**config.mk**
```make
export PLATFORM = sky130hd
export DESIGN_NAME = ttt_game_ctrl
export DESIGN_NICKNAME = d
export VERILOG_FILES = /design/src/rtl/ttt_game_ctrl.sv
export SDC_FILE = /design/constraint.sdc
export NUM_CORES = 1
export LEC_CHECK = 0
export CAP_MARGIN = 0
export CORE_UTILIZATION = 52
export DETAILED_ROUTE_END_ITERATION = 7
export DONT_BUFFER_PORTS = 1
export HOLD_SLACK_MARGIN = 0.02
export PLACE_DENSITY_LB_ADDON = 0.15
export SLEW_MARGIN = 20
export SYNTH_ARGS = -nofsm -noshare
export SYNTH_HDL_FRONTEND = slang
export SYNTH_SLANG_ARGS = --single-unit
```
**constraint.sdc**
```tcl
create_clock -name clk -period 3.8 [get_ports clk]
set_input_delay 0.38 -clock clk [delete_from_list [all_inputs] [get_ports clk]]
set_output_delay 0.38 -clock clk [all_outputs]
set_load 0.01 [all_outputs]
```
**src/rtl/ttt_game_ctrl.sv**
```systemverilog
// ttt_game_ctrl: turn sequencer and move arbiter for the 3x3 tic-tac-toe board.
// Accepts X/O move requests, checks legality, drives the board's set/reset
// and keeps saturating win/draw tallies.
// Optional build macro TTT_TIMEOUT_EN adds a per-move timer with forfeit.
module ttt_game_ctrl #(
  parameter int unsigned SCORE_W        = 8,
  parameter int unsigned TIMEOUT_CYCLES = 1000
) (
  input  logic               clk,
  input  logic               reset_n,
  input  logic               x_req,
  input  logic [1:0]         x_row,
  input  logic [1:0]         x_col,
  input  logic               o_req,
  input  logic [1:0]         o_row,
  input  logic [1:0]         o_col,
  output logic               x_ack,
  output logic               x_rej,
  output logic               o_ack,
  output logic               o_rej,
  input  logic               new_game,
  output logic               board_set,
  output logic               board_reset,
  output logic [1:0]         board_row,
  output logic [1:0]         board_col,
  input  logic [8:0]         board_valid,
  input  logic [1:0]         board_game_state,
  output logic               turn,
  output logic               game_over,
  output logic [1:0]         result,
  output logic               forfeit,
  output logic [SCORE_W-1:0] x_wins,
  output logic [SCORE_W-1:0] o_wins,
  output logic [SCORE_W-1:0] draws
);

  localparam int unsigned COORD_W = 2;
  localparam int unsigned CELLS   = 9;
  localparam int unsigned GS_W    = 2;
  localparam int unsigned LIN_W   = 4;

  localparam logic [GS_W-1:0] GS_PLAY = 2'b00;
  localparam logic [GS_W-1:0] GS_X    = 2'b01;
  localparam logic [GS_W-1:0] GS_O    = 2'b10;
  localparam logic [GS_W-1:0] GS_DRAW = 2'b11;

  localparam logic [SCORE_W-1:0] SCORE_MAX = '1;

  typedef enum logic [2:0] {
    S_CLEAR,
    S_WAIT,
    S_CHECK,
    S_ISSUE,
    S_SETTLE,
    S_RELEASE,
    S_GAME_OVER
  } state_t;

  // The time limit must leave at least one idle cycle in WAIT.
  if (TIMEOUT_CYCLES < 2) begin : g_bad_timeout
    $error("TIMEOUT_CYCLES must be at least 2");
  end

  state_t state, state_nxt;

  logic               turn_nxt, game_over_nxt, board_set_nxt, board_reset_nxt;
  logic               x_ack_nxt, x_rej_nxt, o_ack_nxt, o_rej_nxt;
  logic [GS_W-1:0]    result_nxt;
  logic [COORD_W-1:0] board_row_nxt, board_col_nxt;
  logic [SCORE_W-1:0] x_wins_nxt, o_wins_nxt, draws_nxt;
  logic               tally_en;

  logic               cur_req_c;
  logic [COORD_W-1:0] cur_row_c, cur_col_c;
  logic               coord_bad_c, occupied_c;
  logic [LIN_W-1:0]   lin_c;
  logic [CELLS-1:0]   cell_mask_c;

`ifdef TTT_TIMEOUT_EN
  localparam int unsigned TIMER_W = $clog2(TIMEOUT_CYCLES);
  logic [TIMER_W-1:0] timer, timer_nxt;
  logic               timeout_c;
  logic               forfeit_nxt;
  assign timeout_c = (timer == TIMER_W'(TIMEOUT_CYCLES - 1));
`else
  assign forfeit = 1'b0;
`endif

  function automatic logic [SCORE_W-1:0] sat_inc(input logic [SCORE_W-1:0] v);
    return (v == SCORE_MAX) ? v : v + SCORE_W'(1);
  endfunction

  // Current player's request and coordinates, plus occupancy of the captured cell.
  always_comb begin
    cur_req_c   = turn ? x_req : o_req;
    cur_row_c   = turn ? x_row : o_row;
    cur_col_c   = turn ? x_col : o_col;
    coord_bad_c = (board_row == '0) || (board_col == '0);
    lin_c       = LIN_W'(board_row - 2'd1) * LIN_W'(3) + LIN_W'(board_col - 2'd1);
    cell_mask_c = 9'h100 >> lin_c;
    occupied_c  = |(board_valid & cell_mask_c);
  end

  // Next-state and next-output logic.
  always_comb begin
    state_nxt     = state;
    turn_nxt      = turn;
    result_nxt    = result;
    board_row_nxt = board_row;
    board_col_nxt = board_col;
    x_wins_nxt    = x_wins;
    o_wins_nxt    = o_wins;
    draws_nxt     = draws;
    x_ack_nxt     = 1'b0;
    x_rej_nxt     = 1'b0;
    o_ack_nxt     = 1'b0;
    o_rej_nxt     = 1'b0;
    board_set_nxt = 1'b0;
    tally_en      = 1'b0;
`ifdef TTT_TIMEOUT_EN
    forfeit_nxt   = 1'b0;
`endif

    case (state)
      S_CLEAR: begin
        turn_nxt   = 1'b1;
        result_nxt = GS_PLAY;
        state_nxt  = S_WAIT;
      end
      S_WAIT: begin
        if (new_game) begin
          state_nxt = S_CLEAR;
        end else if (cur_req_c) begin
          board_row_nxt = cur_row_c;
          board_col_nxt = cur_col_c;
          state_nxt     = S_CHECK;
        end
`ifdef TTT_TIMEOUT_EN
        else if (timeout_c) begin
          forfeit_nxt = 1'b1;
          result_nxt  = turn ? GS_O : GS_X;
          tally_en    = 1'b1;
          state_nxt   = S_GAME_OVER;
        end
`endif
      end
      S_CHECK: begin
        if (coord_bad_c || occupied_c) begin
          x_rej_nxt = turn;
          o_rej_nxt = !turn;
          state_nxt = S_RELEASE;
        end else begin
          x_ack_nxt     = turn;
          o_ack_nxt     = !turn;
          board_set_nxt = 1'b1;
          state_nxt     = S_ISSUE;
        end
      end
      S_ISSUE: begin
        state_nxt = S_SETTLE;
      end
      S_SETTLE: begin
        if (board_game_state != GS_PLAY) begin
          result_nxt = board_game_state;
          tally_en   = 1'b1;
          state_nxt  = S_GAME_OVER;
        end else begin
          turn_nxt  = !turn;
          state_nxt = S_WAIT;
        end
      end
      S_RELEASE: begin
        if (!cur_req_c) state_nxt = S_WAIT;
      end
      S_GAME_OVER: begin
        if (new_game) state_nxt = S_CLEAR;
      end
      default: begin
        state_nxt = S_CLEAR;
      end
    endcase

    if (tally_en) begin
      case (result_nxt)
        GS_X:    x_wins_nxt = sat_inc(x_wins);
        GS_O:    o_wins_nxt = sat_inc(o_wins);
        GS_DRAW: draws_nxt  = sat_inc(draws);
        default: ;
      endcase
    end

    board_reset_nxt = (state_nxt == S_CLEAR);
    game_over_nxt   = (state_nxt == S_GAME_OVER);

`ifdef TTT_TIMEOUT_EN
    // Zero outside WAIT so every entry into WAIT starts a fresh move window.
    timer_nxt = (state != S_WAIT) ? '0 : timer + TIMER_W'(1);
`endif
  end

  // State and registered outputs.
  always_ff @(posedge clk or negedge reset_n) begin
    if (!reset_n) begin
      state       <= S_CLEAR;
      board_reset <= 1'b1;
      turn        <= 1'b1;
      board_set   <= 1'b0;
      board_row   <= '0;
      board_col   <= '0;
      game_over   <= 1'b0;
      result      <= GS_PLAY;
      x_ack       <= 1'b0;
      x_rej       <= 1'b0;
      o_ack       <= 1'b0;
      o_rej       <= 1'b0;
      x_wins      <= '0;
      o_wins      <= '0;
      draws       <= '0;
`ifdef TTT_TIMEOUT_EN
      timer       <= '0;
      forfeit     <= 1'b0;
`endif
    end else begin
      state       <= state_nxt;
      board_reset <= board_reset_nxt;
      turn        <= turn_nxt;
      board_set   <= board_set_nxt;
      board_row   <= board_row_nxt;
      board_col   <= board_col_nxt;
      game_over   <= game_over_nxt;
      result      <= result_nxt;
      x_ack       <= x_ack_nxt;
      x_rej       <= x_rej_nxt;
      o_ack       <= o_ack_nxt;
      o_rej       <= o_rej_nxt;
      x_wins      <= x_wins_nxt;
      o_wins      <= o_wins_nxt;
      draws       <= draws_nxt;
`ifdef TTT_TIMEOUT_EN
      timer       <= timer_nxt;
      forfeit     <= forfeit_nxt;
`endif
    end
  end

endmodule

```
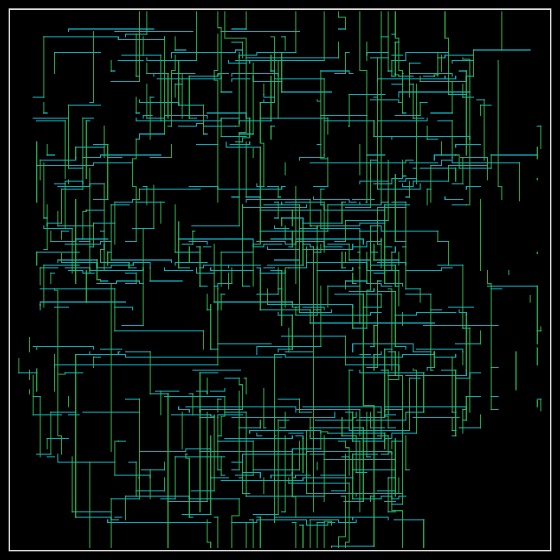
run_1/layers.png
Two of the layers only.
green -> M2  # wire length 1990 microns
cyan -> M1  # wire length 1990 microns
wire length reported by the detailed router: 4203 microns
total global routing track utilization: 18.40%
via total after detailed routing: 1684
WL per Instance: 14.34 microns

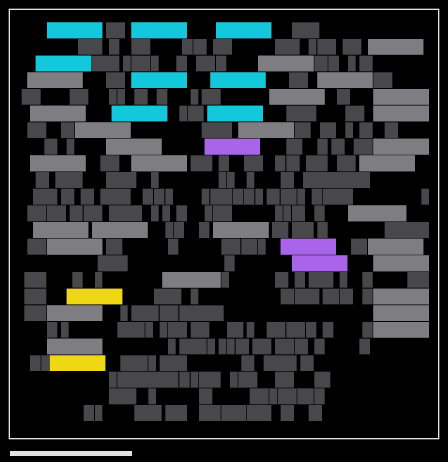
run_1/ff_map.png
Scale bar: 20 microns. Other sequential cells in the stronger grey, the rest of the logic in the fainter grey.
purple -> `state`  # placed flops 3
cyan -> `x_wins`  # placed flops 8
yellow -> `board_col`  # placed flops 2
power in sequential cells: 0.675 mW
proportion of cell area occupied by registers: 40.02%
FF/Latch Area: 0.001028 sq mm
Util after Layout: 58.62%

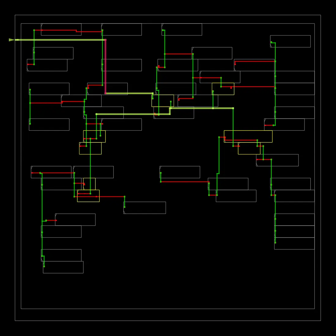
run_1/clock_nets.png
clock insertion delay at the later pin of the skew report: 0.29 ns
number of sequential storage elements: 41
Sinks on Clock Net: 41

==> run summary, run 1 <==
Notes on the flow outputs.

- Per the cell usage report, the commonest logic cell in the layout is sky130_fd_sc_hd__dfrtp_1.
- The global-route met3 utilization reads 6.205%.
- Setup repair after global routing left no endpoint under its margin.
- The synthesized netlist was found by Yosys to have 239 cells.
- Measured on the final layout, the clock distribution area share stands at 4.674%.
- The xor-xnor portion of the synthesized cell area is 11.00%.
- Looking at the power breakdown, the clock network takes 16.6% of the total.
- Summing the areas of all compound-gate instances in the mapped netlist gives 12.61% of the synthesized area.
- The number of warnings the tools reported reads 29.
- The yosys stat chip area reads 0.002401 sq mm.
- The first-pass iteration count of the detailed router reads 4.
- The endpoint required time on the critical path is a little under 4 ns.
- The post-CTS clock slew at the launch and capture registers of the worst setup and hold paths is 0.07 ns.
- The layout multi-input combinational cell count reads 175.
- Note that the worst hold path type here is primary input to register.
- The power per cell area reads 831.1 mW/mm^2.
- The number of H-tree branching levels is 2.
- The fraction of synthesized area in multiplexers is 5.055%.
- The family of cells with the greatest summed delay on the critical path is adder cells.
- The number of distinct library cells after synthesis reads 55.
- The run finished with clean final reports.
- The capture instance of the worst register-to-register path reads state[2].
- Sequential elements use between 40 and 50% of the synthesized area.
==> run 2, diff against run 1 <==
==> constraint.sdc (replaced) <==
create_clock -name clk -period 3.8 [get_ports clk]
set_input_delay 0.95 -clock clk [delete_from_list [all_inputs] [get_ports clk]]
set_output_delay 0.95 -clock clk [all_outputs]
set_load 0.01 [all_outputs]
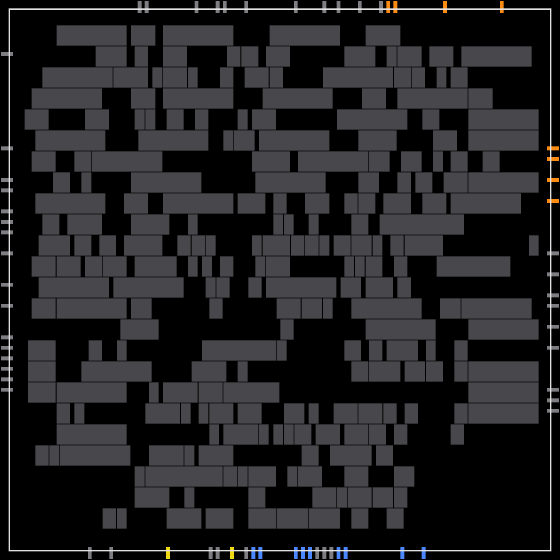
run_2/pinout.png
Pins as bars across the die edge, other pins in grey.
blue -> `board_valid`  # pins 9, direction input, edge bottom
orange -> `o_wins`  # pins 8, direction output, edge 4 top, 4 right
yellow -> `board_col`  # pins 2, direction output, edge bottom
all pins by edge = 19 bottom, 16 left, 15 top, 13 right
die y size: 69.95 microns
port buffer count: 0
die width: 69.95 microns

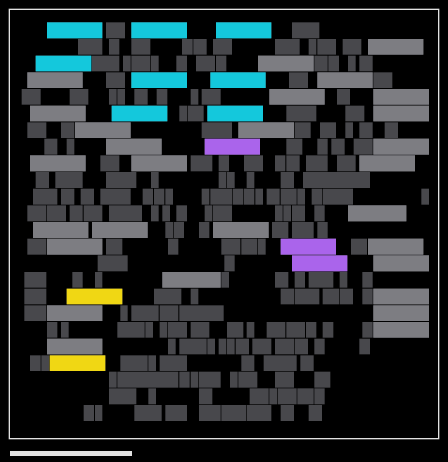
run_2/ff_map.png
Scale bar: 20 microns. Other sequential cells in the stronger grey, the rest of the logic in the fainter grey.
cyan -> `x_wins`  # placed flops 8
yellow -> `board_col`  # placed flops 2
purple -> `state`  # placed flops 3
proportion of cell area occupied by registers: 40.49%
Util after Layout: 57.93%

==> run summary, run 2 <==
Notes on the flow outputs.

- The run finished with clean final reports.
- The number of gates given a new drive strength after cts is 0.
- The critical path class reads register to register.
- The compound-gate portion of the synthesized area reads 12.61% (unchanged).
- The share of synthesized cell area in and, or, nand and nor gates is between 10% and 20%.
- Counting tap cells, the placed design contains a total of 283 instances.
- The portion of total power attributed to the clock network is 16.7% (about the same).
- The number of warnings the tools reported reads 29 (unchanged).
- The smallest setup slack after layout is between 0.2 and 0.3 ns.
- Based on the critical path, the design can be clocked at up to 281.8 MHz.
- The final report gives the standard cell area, fillers excluded, as 0.002540 sq mm.
- The yosys stat chip area is 0.002401 sq mm (unchanged).
- The routed design shows a via density per instance of 5.773.
- met1 track demand over resource after global routing is 24.06%.
- The layout multi-input combinational cell count came to 175 (unchanged).
- The overall routed net length reads 4185 microns (-0.43%).
- The uppermost metal layer occupied by signal nets is met4.
- The stage delay of the slowest cell on the critical path is 0.55 ns.
- The total vias in the final route was 1680 (-0.24%).
- Setup repair after global routing left no endpoint under its margin.
- The path category of the worst min-delay check reads primary input to async pin.
- The internal power of the cells reads approximately 1.2 mW.
- The global-route met3 utilization is 6.205% (unchanged).
- The max-cap violation count is 0.
- The clock latency on the worst-skew pair reads 0.29 ns (about the same).
- The setup TNS reads 0 ns.
- The number of distinct library cells after synthesis reads 55 (unchanged).
- The capture instance of the worst register-to-register path is state[2].
- The number of standard cells reported by yosys is 239 (unchanged).
- The combined global-route utilization of all metal layers came to 18.34% (-0.062 points).
- The number of flip-flops and latches came to 41 (unchanged).
- The sequential cell area reads 0.001028 sq mm (unchanged).
- The sequential-to-total area share from yosys stat is 42.83% (unchanged).
- The xor-xnor portion of the synthesized cell area is 11.00% (unchanged).
- The first-pass iteration count of the detailed router reads 4 (unchanged).
- The number of H-tree branching levels is 2 (unchanged).
- The final routed wire length divided by cell count is 14.38 microns (+0.26%).
- The portion of the layout cell area used by clock cells is 4.729% (+0.055 points).
- The TritonCTS clock tree is built.
- Leaving out fill and tap cells, the most frequent cell in the layout is sky130_fd_sc_hd__dfrtp_1.
- The fraction of synthesized area in multiplexers came to 5.055% (unchanged).
- The endpoint required time on the critical path reads 3.98 ns (about the same).
- The power attributed to sequential cells reads 0.675 mW (about the same).
- The post-CTS clock slew at the launch and capture registers of the worst setup and hold paths was 0.08 ns (about the same).
- The CTS sink count was 41 (unchanged).
- The family of cells with the greatest summed delay on the critical path is adder cells.
run_2/clock_nets.png
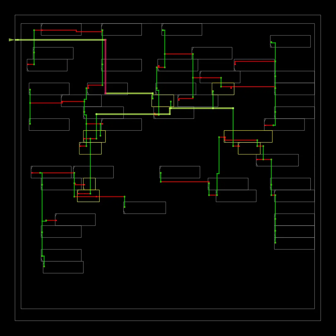

==> run 3, diff against run 2 <==
--- a/config.mk
+++ b/config.mk
@@ -15,3 +15,4 @@
 export SYNTH_ARGS = -nofsm -noshare
 export SYNTH_HDL_FRONTEND = slang
 export SYNTH_SLANG_ARGS = --single-unit
+export TNS_END_PERCENT = 100
==> constraint.sdc (replaced) <==
create_clock -name clk -period 3.8 [get_ports clk]
set_input_delay 0.95 -clock clk [delete_from_list [all_inputs] [get_ports clk]]
set_output_delay 0.95 -clock clk [all_outputs]
set_load 0.1 [all_outputs]
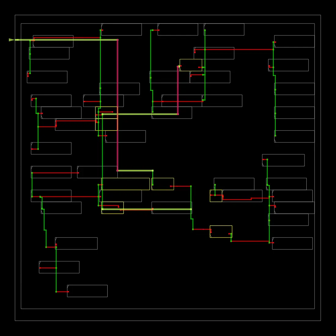
run_3/clock_nets.png
power consumed by the clock network: 0.361 mW
number of clock buffers in the layout: 6
CTS buffer count: 5

==> run summary, run 3 <==
Notes on the flow outputs.

- The run finished with clean final reports.
- The post-CTS clock slew at the launch and capture registers of the worst setup and hold paths came to 0.08 ns (about the same).
- The setup TNS is 0 ns (unchanged).
- The global routing usage on met1 is 25.12% (+1.1 points).
- The clock latency on the worst-skew pair reads 0.29 ns (about the same).
- The sequential cell area is 0.001030 sq mm (+0.12%).
- The number of buffers added on ports reads 0 (unchanged).
- The combined global-route utilization of all metal layers is 20.05% (+1.7 points).
- The number of flip-flops and latches is 41 (unchanged).
- The portion of total power attributed to the clock network is 13.6% (-3.1 points).
- The number of H-tree branching levels was 2 (unchanged).
- The global-route met3 utilization reads 6.926% (+0.72 points).
- In this run the top signal layer used is met4.
- The number of standard cells reported by yosys reads 239 (unchanged).
- The TritonCTS clock tree reads built.
- The post-placement cell count is 296 (+4.6%).
- The final routed wire length divided by cell count is 14.96 microns (+4.0%).
- The share of synthesized cell area in and, or, nand and nor gates came to 17.51% (unchanged).
- The yosys stat chip area is 0.002401 sq mm (unchanged).
- The path category of the worst min-delay check reads primary input to async pin.
- The compound-gate portion of the synthesized area reads 12.61% (unchanged).
- The total non-filler cell area in the finished layout reads 0.002639 sq mm (+3.9%).
- Counting only logic cells after layout, the most numerous master is sky130_fd_sc_hd__dfrtp_1.
- The sequential-to-total area share from yosys stat reads 42.83% (unchanged).
- The critical path class reads register to register.
- The final core area utilization was 60.19% (+2.3 points).
- The power attributed to sequential cells came to 0.859 mW (+27%).
- The internal power of the cells reads 1.278 mW (+2.9%).
- The smallest setup slack after layout was 0.3803 ns (+0.1284 ns).
- The max-cap violation count reads 0 (unchanged).
- The fraction of synthesized area in multiplexers is 5.055% (unchanged).
- The overall routed net length is 4549 microns (+8.7%).
- The timing-limited maximum frequency reads 292.4 MHz (+3.8%).
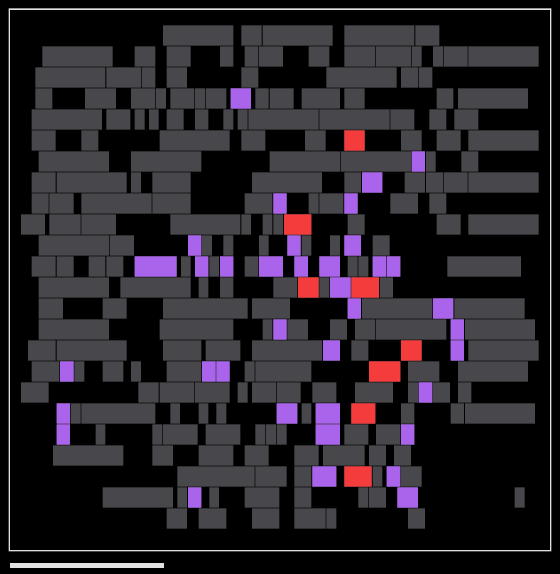
run_3/gates.png
Scale bar: 20 microns.
purple -> aoi and oai cells  # cells 37, most used o21ai_0
red -> non-inverting ao/oa cells  # cells 8, most used a21o_1

No activity file was given, so power comes from the tool's default toggle rates.
